===== src/rtl/hilo_mdu.sv =====
// Purpose: iterative MULT/MULTU/DIV/DIVU unit that owns the HI/LO register pair; also serves MFHI/MFLO/MTHI/MTLO.
// Latency: MULT/DIV busy for WIDTH+1 cycles, done pulses the cycle after HI/LO update; MT/MF complete in the issuing cycle.
// Backpressure: any start while busy raises stall and the command is dropped; the issuing stage re-presents it.
// Ports: clk/reset (sync, active-high); start+funct+src_a/src_b command; hilo = combinational MF read data;
//        busy = MULT/DIV in flight; stall = start & busy; done = one-cycle completion pulse.
module hilo_mdu #(
  parameter int WIDTH = 32,
  parameter int CNT_W = $clog2(WIDTH + 1)
) (
  input  logic             clk,
  input  logic             reset,
  input  logic             start,
  input  logic [5:0]       funct,
  input  logic [WIDTH-1:0] src_a,
  input  logic [WIDTH-1:0] src_b,
  output logic [WIDTH-1:0] hilo,
  output logic             busy,
  output logic             stall,
  output logic             done
);

  localparam logic [5:0] F_MULT  = 6'b011000;
  localparam logic [5:0] F_MULTU = 6'b011001;
  localparam logic [5:0] F_DIV   = 6'b011010;
  localparam logic [5:0] F_DIVU  = 6'b011011;
  localparam logic [5:0] F_MFHI  = 6'b010000;
  localparam logic [5:0] F_MTHI  = 6'b010001;
  localparam logic [5:0] F_MFLO  = 6'b010010;
  localparam logic [5:0] F_MTLO  = 6'b010011;

  typedef enum logic [1:0] {IDLE, RUN, FIX} state_t;

  state_t               state_q, state_d;
  logic [CNT_W-1:0]     cnt_q, cnt_d;
  // Multiply: {partial product, remaining multiplier bits}. Divide: {remainder, quotient}.
  logic [2*WIDTH-1:0]   acc_q, acc_d;
  // Multiplicand magnitude (multiply) or divisor magnitude (divide).
  logic [WIDTH-1:0]     opnd_q, opnd_d;
  logic                 is_div_q, is_div_d;
  logic                 neg_q, neg_d;    // product / quotient must be negated in FIX
  logic                 rneg_q, rneg_d;  // remainder takes the dividend's sign
  logic                 dz_q, dz_d;      // divide by zero
  logic [WIDTH-1:0]     hi_q, hi_d;
  logic [WIDTH-1:0]     lo_q, lo_d;
  logic                 done_q, done_d;

  logic                 op_signed, a_neg, b_neg;
  logic [WIDTH-1:0]     a_mag, b_mag;
  logic [WIDTH:0]       mul_sum, div_sh, div_diff;
  logic [2*WIDTH-1:0]   prod_fix;
  logic [WIDTH-1:0]     quo, rem;

  assign busy  = (state_q != IDLE);
  assign stall = start & busy;
  assign done  = done_q;
  assign hilo  = (funct == F_MFHI) ? hi_q :
                 (funct == F_MFLO) ? lo_q : '0;

  always_comb begin
    state_d  = state_q;
    cnt_d    = cnt_q;
    acc_d    = acc_q;
    opnd_d   = opnd_q;
    is_div_d = is_div_q;
    neg_d    = neg_q;
    rneg_d   = rneg_q;
    dz_d     = dz_q;
    hi_d     = hi_q;
    lo_d     = lo_q;
    done_d   = 1'b0;

    // funct[0]=0 selects the signed variant, funct[1]=1 selects divide.
    op_signed = ~funct[0];
    a_neg     = op_signed & src_a[WIDTH-1];
    b_neg     = op_signed & src_b[WIDTH-1];
    a_mag     = a_neg ? -src_a : src_a;
    b_mag     = b_neg ? -src_b : src_b;

    // One shift-add step: add multiplicand into the upper half when the
    // current multiplier LSB is set, then shift the whole pair right.
    mul_sum  = {1'b0, acc_q[2*WIDTH-1:WIDTH]} +
               (acc_q[0] ? {1'b0, opnd_q} : {(WIDTH+1){1'b0}});
    // One restoring step: remainder shifted left with next dividend bit,
    // trial-subtract the divisor; MSB of the difference is the borrow.
    div_sh   = acc_q[2*WIDTH-1:WIDTH-1];
    div_diff = div_sh - {1'b0, opnd_q};

    prod_fix = neg_q ? -acc_q : acc_q;
    quo      = acc_q[WIDTH-1:0];
    rem      = acc_q[2*WIDTH-1:WIDTH];

    case (state_q)
      IDLE: begin
        if (start) begin
          case (funct)
            F_MULT, F_MULTU, F_DIV, F_DIVU: begin
              is_div_d = funct[1];
              neg_d    = a_neg ^ b_neg;
              rneg_d   = a_neg;
              dz_d     = (src_b == '0);
              if (funct[1]) begin
                acc_d  = {{WIDTH{1'b0}}, a_mag};
                opnd_d = b_mag;
              end else begin
                acc_d  = {{WIDTH{1'b0}}, b_mag};
                opnd_d = a_mag;
              end
              cnt_d   = CNT_W'(WIDTH - 1);
              state_d = RUN;
            end
            F_MTHI:  hi_d = src_a;
            F_MTLO:  lo_d = src_a;
            default: ;
          endcase
        end
      end
      RUN: begin
        if (is_div_q) begin
          if (!div_diff[WIDTH])
            acc_d = {div_diff[WIDTH-1:0], acc_q[WIDTH-2:0], 1'b1};
          else
            acc_d = {div_sh[WIDTH-1:0], acc_q[WIDTH-2:0], 1'b0};
        end else begin
          acc_d = {mul_sum, acc_q[WIDTH-1:1]};
        end
        if (cnt_q == '0)
          state_d = FIX;
        else
          cnt_d = cnt_q - CNT_W'(1);
      end
      FIX: begin
        if (is_div_q) begin
          // A zero divisor leaves the dividend magnitude as remainder, so the
          // sign restore returns src_a in HI; only LO needs forcing.
          lo_d = dz_q ? '1 : (neg_q ? -quo : quo);
          hi_d = rneg_q ? -rem : rem;
        end else begin
          hi_d = prod_fix[2*WIDTH-1:WIDTH];
          lo_d = prod_fix[WIDTH-1:0];
        end
        done_d  = 1'b1;
        state_d = IDLE;
      end
      default: state_d = IDLE;
    endcase
  end

  always_ff @(posedge clk) begin
    if (reset) begin
      state_q  <= IDLE;
      cnt_q    <= '0;
      acc_q    <= '0;
      opnd_q   <= '0;
      is_div_q <= 1'b0;
      neg_q    <= 1'b0;
      rneg_q   <= 1'b0;
      dz_q     <= 1'b0;
      hi_q     <= '0;
      lo_q     <= '0;
      done_q   <= 1'b0;
    end else begin
      state_q  <= state_d;
      cnt_q    <= cnt_d;
      acc_q    <= acc_d;
      opnd_q   <= opnd_d;
      is_div_q <= is_div_d;
      neg_q    <= neg_d;
      rneg_q   <= rneg_d;
      dz_q     <= dz_d;
      hi_q     <= hi_d;
      lo_q     <= lo_d;
      done_q   <= done_d;
    end
  end

endmodule


===== config.mk =====
export PLATFORM = sky130hd
export DESIGN_NAME = hilo_mdu
export DESIGN_NICKNAME = d
export VERILOG_FILES = /design/src/rtl/hilo_mdu.sv
export SDC_FILE = /design/constraint.sdc
export NUM_CORES = 1
export LEC_CHECK = 0
export ABC_CLOCK_PERIOD_IN_PS = 3700
export CAP_MARGIN = 20
export CELL_PAD_IN_SITES_DETAIL_PLACEMENT = 2
export CELL_PAD_IN_SITES_GLOBAL_PLACEMENT = 2
export CORE_ASPECT_RATIO = 0.6
export CORE_UTILIZATION = 35
export CTS_CLUSTER_SIZE = 24
export DETAILED_ROUTE_END_ITERATION = 10
export PLACE_DENSITY = 0.84
export RECOVER_POWER = 25
export SLEW_MARGIN = 0
export SYNTH_ARGS = -nofsm -noshare
export SYNTH_HDL_FRONTEND = slang
export SYNTH_SLANG_ARGS = --single-unit

===== constraint.sdc =====
create_clock -name clk -period 3.7 [get_ports clk]
set_input_delay 0.555 -clock clk [delete_from_list [all_inputs] [get_ports clk]]
set_output_delay 0.555 -clock clk [all_outputs]
set_load 0.02 [all_outputs]

==> results_tabular.tex <==
% Table of physical implementation metrics
\begin{tabular}{lr}
\hline
Metric & Value \\
\hline
\multicolumn{2}{l}{\textbf{Synthesis}} \\
Post-synthesis cell type count & 78 \\
Portion of netlist area occupied by mux cells & 6.90\% \\
Cell type with the largest total area & sky130\_fd\_sc\_hd\_\_dfxtp\_1 \\
Top cell type by instance count after synthesis & sky130\_fd\_sc\_hd\_\_nor2\_1 \\
Combined area of all synthesized cells & 0.0148 sq mm \\
Top-area cell type share of the netlist area & 23.3\% \\
Yosys cell count & 2021 \\
Async SR Flop Fraction & 0\% \\
\multicolumn{2}{l}{\textbf{Worst hold path}} \\
Depth of the worst hold-timing path & 2 \\
\multicolumn{2}{l}{\textbf{Route}} \\
Via-to-Cell Ratio & 6.41 \\
DRT Wirelength & 82300 um \\
Routed vias & 17600 \\
Met3 WL post-DR & 9230 um \\
\multicolumn{2}{l}{\textbf{Cells and area}} \\
Combined area of the multi-input logic cells & 0.0107 sq mm \\
Commonest non-fill, non-tap cells in the layout & sky130\_fd\_sc\_hd\_\_nor2\_1 (290), sky130\_fd\_sc\_hd\_\_a21oi\_1 (181), sky130\_fd\_sc\_hd\_\_nand2\_1 (180), sky130\_fd\_sc\_hd\_\_dfxtp\_1 (172), sky130\_fd\_sc\_hd\_\_buf\_4 (149) \\
\multicolumn{2}{l}{\textbf{Outcome}} \\
Failing checks & max-capacitance violations, max-slew violations, negative setup slack \\
Result of the run & finished with violations \\
\multicolumn{2}{l}{\textbf{Die}} \\
Number of well-tap cells placed & 570 \\
Die Outline Area & 0.0433 sq mm \\
\multicolumn{2}{l}{\textbf{Job}} \\
MaxCap Viol Count & 3 \\
\multicolumn{2}{l}{\textbf{Clock tree}} \\
Skew-Pair Late Insertion Delay & 500 ps \\
Number of buffers inserted during clock tree synthesis & 17 \\
\multicolumn{2}{l}{\textbf{Global routing}} \\
Remaining global-route overflow & 0 \\
Most utilized layer in the global route result & met2 \\
Antenna violations before repair & 4 \\
\multicolumn{2}{l}{\textbf{Timing}} \\
Minimum clock period & 3750 ps \\
Final worst-path setup slack & -47.7 ps \\
Setup skew after layout & 21.2 ps \\
Number of endpoints failing setup at the final stage & 2 \\
Number of max-slew violations in the final report & 90 \\
\multicolumn{2}{l}{\textbf{Worst setup path}} \\
Startpoint of the most critical setup path & acc\_q[0]\$\_SDFFE\_PP0P\_ \\
Slack of the worst reg-to-reg path & -50 ps \\
Kind of critical path & register to register \\
Nature of the critical path startpoint & register \\
\hline
\end{tabular}
==> critical path: stages (launching register included) <==
cell and delay (ps):
sky130_fd_sc_hd__dfxtp_1 320, sky130_fd_sc_hd__buf_4 180, sky130_fd_sc_hd__and2_1 180, sky130_fd_sc_hd__ha_2 200, sky130_fd_sc_hd__inv_1 80, sky130_fd_sc_hd__fa_2 230
sky130_fd_sc_hd__nor2b_2 60, sky130_fd_sc_hd__o31a_1 370, sky130_fd_sc_hd__o2111ai_4 290, sky130_fd_sc_hd__nand4b_1 260, sky130_fd_sc_hd__a21o_1 320, sky130_fd_sc_hd__a41o_1 270
sky130_fd_sc_hd__a21o_1 240, sky130_fd_sc_hd__a31oi_2 220, sky130_fd_sc_hd__xor2_1 270, sky130_fd_sc_hd__a221oi_2 100
==> registers in the layout (all words and copies together), names as in the netlist <==
register  cells
acc_q        64
cnt_q         6
done          1
dz_q          1
hi_q         32
is_div_q      1
lo_q         32
neg_q         1
opnd_q       32
rneg_q        1
state_q       2
==> per-stage QoR <==
| stage | hold slack (ps) | util (%) | total power [mW] | area [sq um] | setup TNS [ps] |
|---|---|---|---|---|---|
| global placement | 439 | 41.3 | 3.11 | 17300 | -79.0 |
| finish | 403 | 43.1 | 5.32 | 18100 | -86.8 |
| floorplan | 431 | - | 2.61 | 14800 | 0 |
| global route | 408 | 43.1 | 5.41 | 18100 | -434 |
| CTS | 382 | 42.8 | 5.22 | 17900 | 0 |
| detailed placement | 452 | 41.3 | 3.17 | 17300 | -2600 |
==> what timing repair did <==
item | in CTS | in global routing
pin swaps | 0 | 15
gates cloned | 0 | 1
resized | 6 | 20
setup endpoints to repair | 25 | 12
buffers inserted | 0 | 4
==> report_power, final <==
group          internal (mW)  switching, mW
registers               1.89         0.0429
logic                  0.499          0.810
clock network          0.979           1.10
total                   3.37           1.96
registers.png
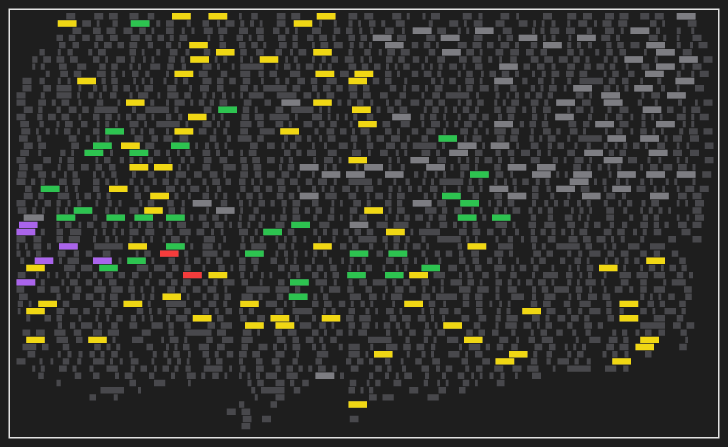
state_q: in red, placed flops 2. cnt_q: in purple, placed flops 6, where left middle. opnd_q: in green, placed flops 32. acc_q: in yellow, placed flops 64, where spread over the die.

met4.png
Supply wires on this layer in grey.
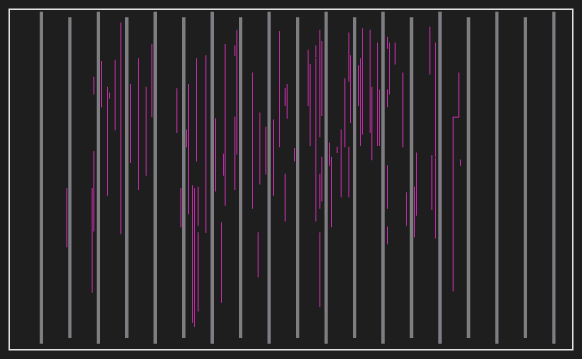
The wires run mostly vertical. The layer holds 3.3% of the routed length.

final_clocks.png
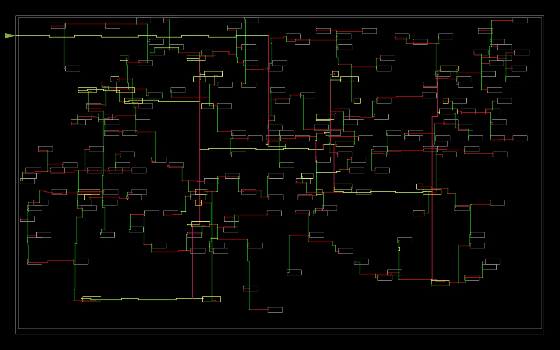
clock network power consumption: 2.08 mW
Clock Buffer Count: 17
final sequential cell count: 173
clk sink count: 173

drive_strength.png
The bar under the picture is 100 um long.
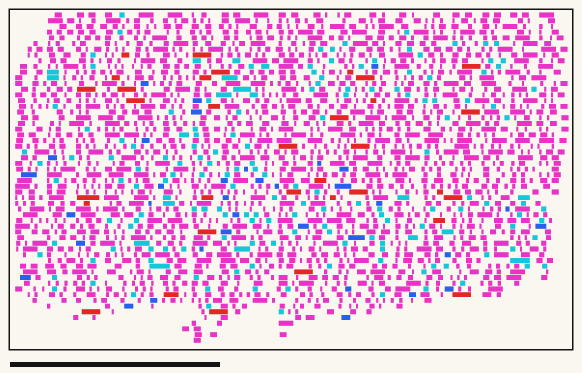
drive 6 and up: in red, cells 33, share 1.5%. drive 1 or less: in magenta, cells 1940, share 89%. drive 3 to 4: in cyan, cells 171, share 7.8%. drive 2: in blue, cells 35, share 1.6%.

Power figures rest on the tool's default switching activity, not on a simulated workload.
